==> src/rtl/lab3_dec_pkg.sv <==
// rtl/lab3_dec_pkg.sv - shared types and widths for the sequenced 2-to-4 decoder
package lab3_dec_pkg;

    localparam int CNT_W = 8;

    typedef enum logic [1:0] {
        IDLE = 2'd0,
        HOLD = 2'd1,
        GAP  = 2'd2
    } dec_state_t;

    typedef struct packed {
        logic [1:0] a;
        logic       v;
    } code_word_t;

endpackage

==> src/rtl/lab3_decoder_4bit_seq_if.sv <==
// rtl/lab3_decoder_4bit_seq_if.sv - encoded-word handshake between encoder side and decoder
interface lab3_decoder_4bit_seq_if;
    logic       in_valid;
    logic       in_ready;
    logic [1:0] Ain;
    logic       Vin;

    modport master (
        output in_valid,
        output Ain,
        output Vin,
        input  in_ready
    );

    modport slave (
        input  in_valid,
        input  Ain,
        input  Vin,
        output in_ready
    );
endinterface

==> src/rtl/lab3_dec_onehot.sv <==
// rtl/lab3_dec_onehot.sv - combinational 2-to-4 one-hot decoder with enable
module lab3_dec_onehot (
    input  logic [1:0] a,
    input  logic       en,
    output logic [3:0] d
);
    always_comb begin
        d = 4'b0000;
        if (en) begin
            d[a] = 1'b1;
        end
    end
endmodule

==> src/rtl/lab3_decoder_4bit_seq.sv <==
// rtl/lab3_decoder_4bit_seq.sv - sequenced decoder: hold one-hot word, then gap; one pending slot
// Optional LAB3_DEC_CNT_EN adds the word_cnt output counting displayed words.
module lab3_decoder_4bit_seq
    import lab3_dec_pkg::*;
#(
    parameter int HOLD_CYCLES = 4,
    parameter int GAP_CYCLES  = 1
) (
    input  logic                     clk,
    input  logic                     rst_n,
    lab3_decoder_4bit_seq_if.slave   up,
    output logic [3:0]               D,
    output logic                     D_valid,
    output logic                     busy
`ifdef LAB3_DEC_CNT_EN
    ,
    output logic [CNT_W-1:0]         word_cnt
`endif
);

    localparam logic [CNT_W-1:0] HOLD_LD = CNT_W'(HOLD_CYCLES - 1);
    localparam logic [CNT_W-1:0] GAP_LD  = (GAP_CYCLES > 0) ? CNT_W'(GAP_CYCLES - 1) : '0;
    localparam logic [CNT_W-1:0] CNT_ONE = CNT_W'(1);

    dec_state_t       state_q, state_d;
    logic [CNT_W-1:0] cnt_q, cnt_d;
    code_word_t       pend_q;
    logic             pend_full_q, pend_full_d;
    logic [3:0]       dec_d, d_d;
    logic             d_valid_d, busy_d;
    logic             phase_end, hold_last, gap_last, load_now, xfer;

    assign phase_end = (cnt_q == '0);
    assign hold_last = (state_q == HOLD) && phase_end;
    assign gap_last  = (state_q == GAP)  && phase_end;

    // A pending word moves to the display exactly when the current phase sequence ends.
    assign load_now  = pend_full_q &&
                       ((state_q == IDLE) || (hold_last && (GAP_CYCLES == 0)) || gap_last);
    assign up.in_ready = !pend_full_q || load_now;
    assign xfer        = up.in_valid && up.in_ready;

    lab3_dec_onehot u_onehot (
        .a  (pend_q.a),
        .en (pend_q.v),
        .d  (dec_d)
    );

    always_comb begin
        state_d = state_q;
        cnt_d   = cnt_q;
        case (state_q)
            IDLE: begin
                if (load_now) begin
                    state_d = HOLD;
                    cnt_d   = HOLD_LD;
                end
            end
            HOLD: begin
                if (!phase_end) begin
                    cnt_d = cnt_q - CNT_ONE;
                end else if (GAP_CYCLES != 0) begin
                    state_d = GAP;
                    cnt_d   = GAP_LD;
                end else if (load_now) begin
                    cnt_d = HOLD_LD;
                end else begin
                    state_d = IDLE;
                end
            end
            GAP: begin
                if (!phase_end) begin
                    cnt_d = cnt_q - CNT_ONE;
                end else if (load_now) begin
                    state_d = HOLD;
                    cnt_d   = HOLD_LD;
                end else begin
                    state_d = IDLE;
                end
            end
            default: begin
                state_d = IDLE;
                cnt_d   = '0;
            end
        endcase
    end

    always_comb begin
        pend_full_d = pend_full_q;
        if (xfer) begin
            pend_full_d = 1'b1;
        end else if (load_now) begin
            pend_full_d = 1'b0;
        end
        d_valid_d = (state_d == HOLD);
        d_d       = 4'b0000;
        if (load_now) begin
            d_d = dec_d;
        end else if (d_valid_d) begin
            d_d = D;
        end
        busy_d = (state_d != IDLE) || pend_full_d;
    end

    // Outputs are registered so D, D_valid and busy come straight from flops.
    always_ff @(posedge clk or negedge rst_n) begin
        if (!rst_n) begin
            state_q     <= IDLE;
            cnt_q       <= '0;
            pend_full_q <= 1'b0;
            pend_q      <= '0;
            D           <= 4'b0000;
            D_valid     <= 1'b0;
            busy        <= 1'b0;
        end else begin
            state_q     <= state_d;
            cnt_q       <= cnt_d;
            pend_full_q <= pend_full_d;
            if (xfer) begin
                pend_q <= '{a: up.Ain, v: up.Vin};
            end
            D           <= d_d;
            D_valid     <= d_valid_d;
            busy        <= busy_d;
        end
    end

`ifdef LAB3_DEC_CNT_EN
    always_ff @(posedge clk or negedge rst_n) begin
        if (!rst_n) begin
            word_cnt <= '0;
        end else if (hold_last) begin
            word_cnt <= word_cnt + CNT_ONE;
        end
    end
`endif

endmodule
==> src/flat_wrapper.sv <==
// flat-port wrapper written by rule: the top's interface ports become plain ports
module lab3_decoder_4bit_seq_flat import lab3_dec_pkg::*;
#(
    parameter int HOLD_CYCLES = 4,
    parameter int GAP_CYCLES  = 1
)
  (clk, rst_n, D, D_valid, busy, up_in_valid, up_Ain, up_Vin, up_in_ready);
  lab3_decoder_4bit_seq_if up_i ();
  input  logic clk;
  input  logic rst_n;
  output logic [3:0] D;
  output logic D_valid;
  output logic busy;
  input wire logic [$bits(up_i.in_valid)-1:0] up_in_valid;
  input wire logic [$bits(up_i.Ain)-1:0] up_Ain;
  input wire logic [$bits(up_i.Vin)-1:0] up_Vin;
  output wire logic [$bits(up_i.in_ready)-1:0] up_in_ready;
  assign up_i.in_valid = up_in_valid;
  assign up_i.Ain = up_Ain;
  assign up_i.Vin = up_Vin;
  assign up_in_ready = up_i.in_ready;
  lab3_decoder_4bit_seq #(.HOLD_CYCLES(HOLD_CYCLES), .GAP_CYCLES(GAP_CYCLES)) u_core (.clk(clk), .rst_n(rst_n), .up(up_i), .D(D), .D_valid(D_valid), .busy(busy));
endmodule
==> config.mk <==
export PLATFORM = sky130hd
export DESIGN_NAME = lab3_decoder_4bit_seq_flat
export DESIGN_NICKNAME = d
export VERILOG_FILES = /design/src/rtl/lab3_dec_pkg.sv /design/src/rtl/lab3_decoder_4bit_seq_if.sv /design/src/rtl/lab3_dec_onehot.sv /design/src/rtl/lab3_decoder_4bit_seq.sv /design/src/flat_wrapper.sv
export SDC_FILE = /design/constraint.sdc
export NUM_CORES = 1
export LEC_CHECK = 0
export CAP_MARGIN = 40
export CORE_ASPECT_RATIO = 1.75
export CORE_MARGIN = 1
export CORE_UTILIZATION = 45
export DETAILED_ROUTE_END_ITERATION = 16
export PLACE_DENSITY = 0.66
export SKIP_CTS_REPAIR_TIMING = 1
export SYNTH_ARGS = -nofsm -noshare
export SYNTH_HDL_FRONTEND = slang
export SYNTH_SLANG_ARGS = --single-unit
==> constraint.sdc <==
create_clock -name clk -period 2.2 [get_ports clk]
set_input_delay 0.44 -clock clk [delete_from_list [all_inputs] [get_ports clk]]
set_output_delay 0.44 -clock clk [all_outputs]
set_load 0.01 [all_outputs]
Placed cells, one colour a class:
Scale: 10 px per um. Fill, decap, tap and diode cells in grey.
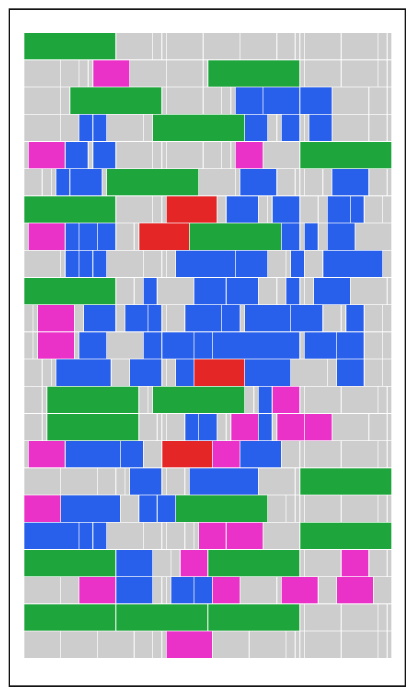
remaining buffers and delay cells -> magenta  # cells 22
remaining logic cells -> blue  # cells 75
sequential cells -> green  # cells 20
clock drivers and dummy loads -> red  # cells 4
post-route cell area: 1360 um2
Core Area: 2302 um2

Routing congestion:
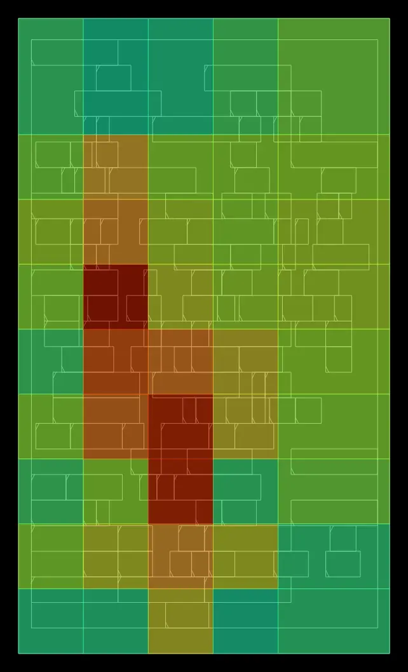
post-layout util: 59.08%
GR Layer Usage met2: 37.70%
total global-route track usage: 22.01%
met3 usage: 4.934%
DR WL/cell: 15.98 um

Register map, names as in the netlist:
Scale: 10 px per um. Other sequential cells in the stronger grey, the rest of the logic in the fainter grey.
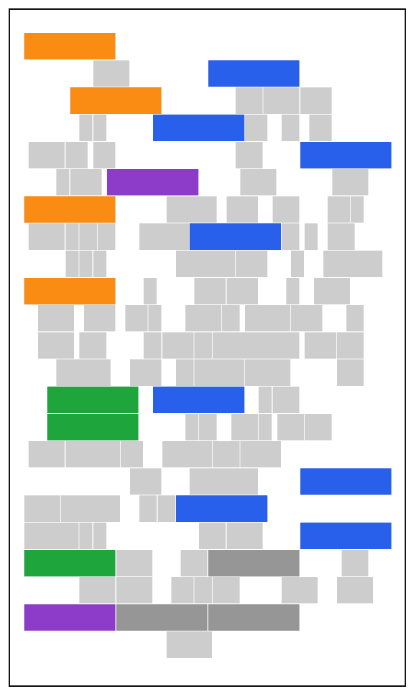
`u_core.state_q` -> purple  # placed flops 2
`u_core.cnt_q` -> blue  # placed flops 8
`u_core.pend_q` -> green  # placed flops 3
`u_core.D` -> orange  # placed flops 4, where upper left
P_seq: 646 uW
Reg area: 500.5 um2
sequential share of cell area: 36.80%

==> impl_metrics.py <==
# Flow results
metrics = {
    "synthesis": {
        "syn_area_um2": 1105,
        "synth.cellmix.compoundShare_pct": 21.06,
        "xor_share_pct": 1.586,
        "ys.flop_type": "dfrtp_1",
        "ys_top_logic_family": "AND-OR/OR-AND gates",
        "ys_seq_share_pct": 45.30,
    },
    "power": {
        "p_comb_share_pct": 51.7,
        "switchingPower_uw": 737.3,
        "seqPwrFrac_pct": 33.6,
        "total_power_uw": 1924,
        "maxPowerGroup": "combinational cells",
    },
    "layout": {
        "clkbuf_count": 4,
        "final_nets": 130,
        "inverters": 4,
        "fillCellCount": 199,
        "mi_logic_area_um2": 560.5,
        "nMultiInputCombCells": 71,
    },
    "timing": {
        "tightestPinTransition_ns": 0.3114,
        "finalHoldViolCount": 0,
        "whs_ns": 0.5134,
    },
    "floorplanning": {
        "die_area_um2": 2665,
        "fp.dieW_um": 39.46,
        "row_count": 23,
    },
    "grt": {
        "grt_first_pass_wirelength_mm": 4.015,
        "grt_overflow_total": 0,
        "grt_pass1_vias": 885,
        "grt_antenna_before_repair": 0,
    },
    "setup_path": {
        "timing.rr.start": "u_core.cnt_q[1]",
        "path_class": "register to output port",
    },
    "placed_design": {
        "gp_congestion": 0.7969,
    },
    "outcome": {
        "outcome": "finished clean",
    },
    "cts": {
        "root_buffer": "clkbuf_8",
        "cts_buffers": 3,
        "clkTransAtPathRegs_ns": 0.08,
    },
    "drt": {
        "met3_length_um": 65,
        "via_per_inst": 5.904,
        "m1WireLength_um": 941,
        "routed_wl_mm": 2.333,
    },
}
Power is estimated from default activity; no workload was simulated.
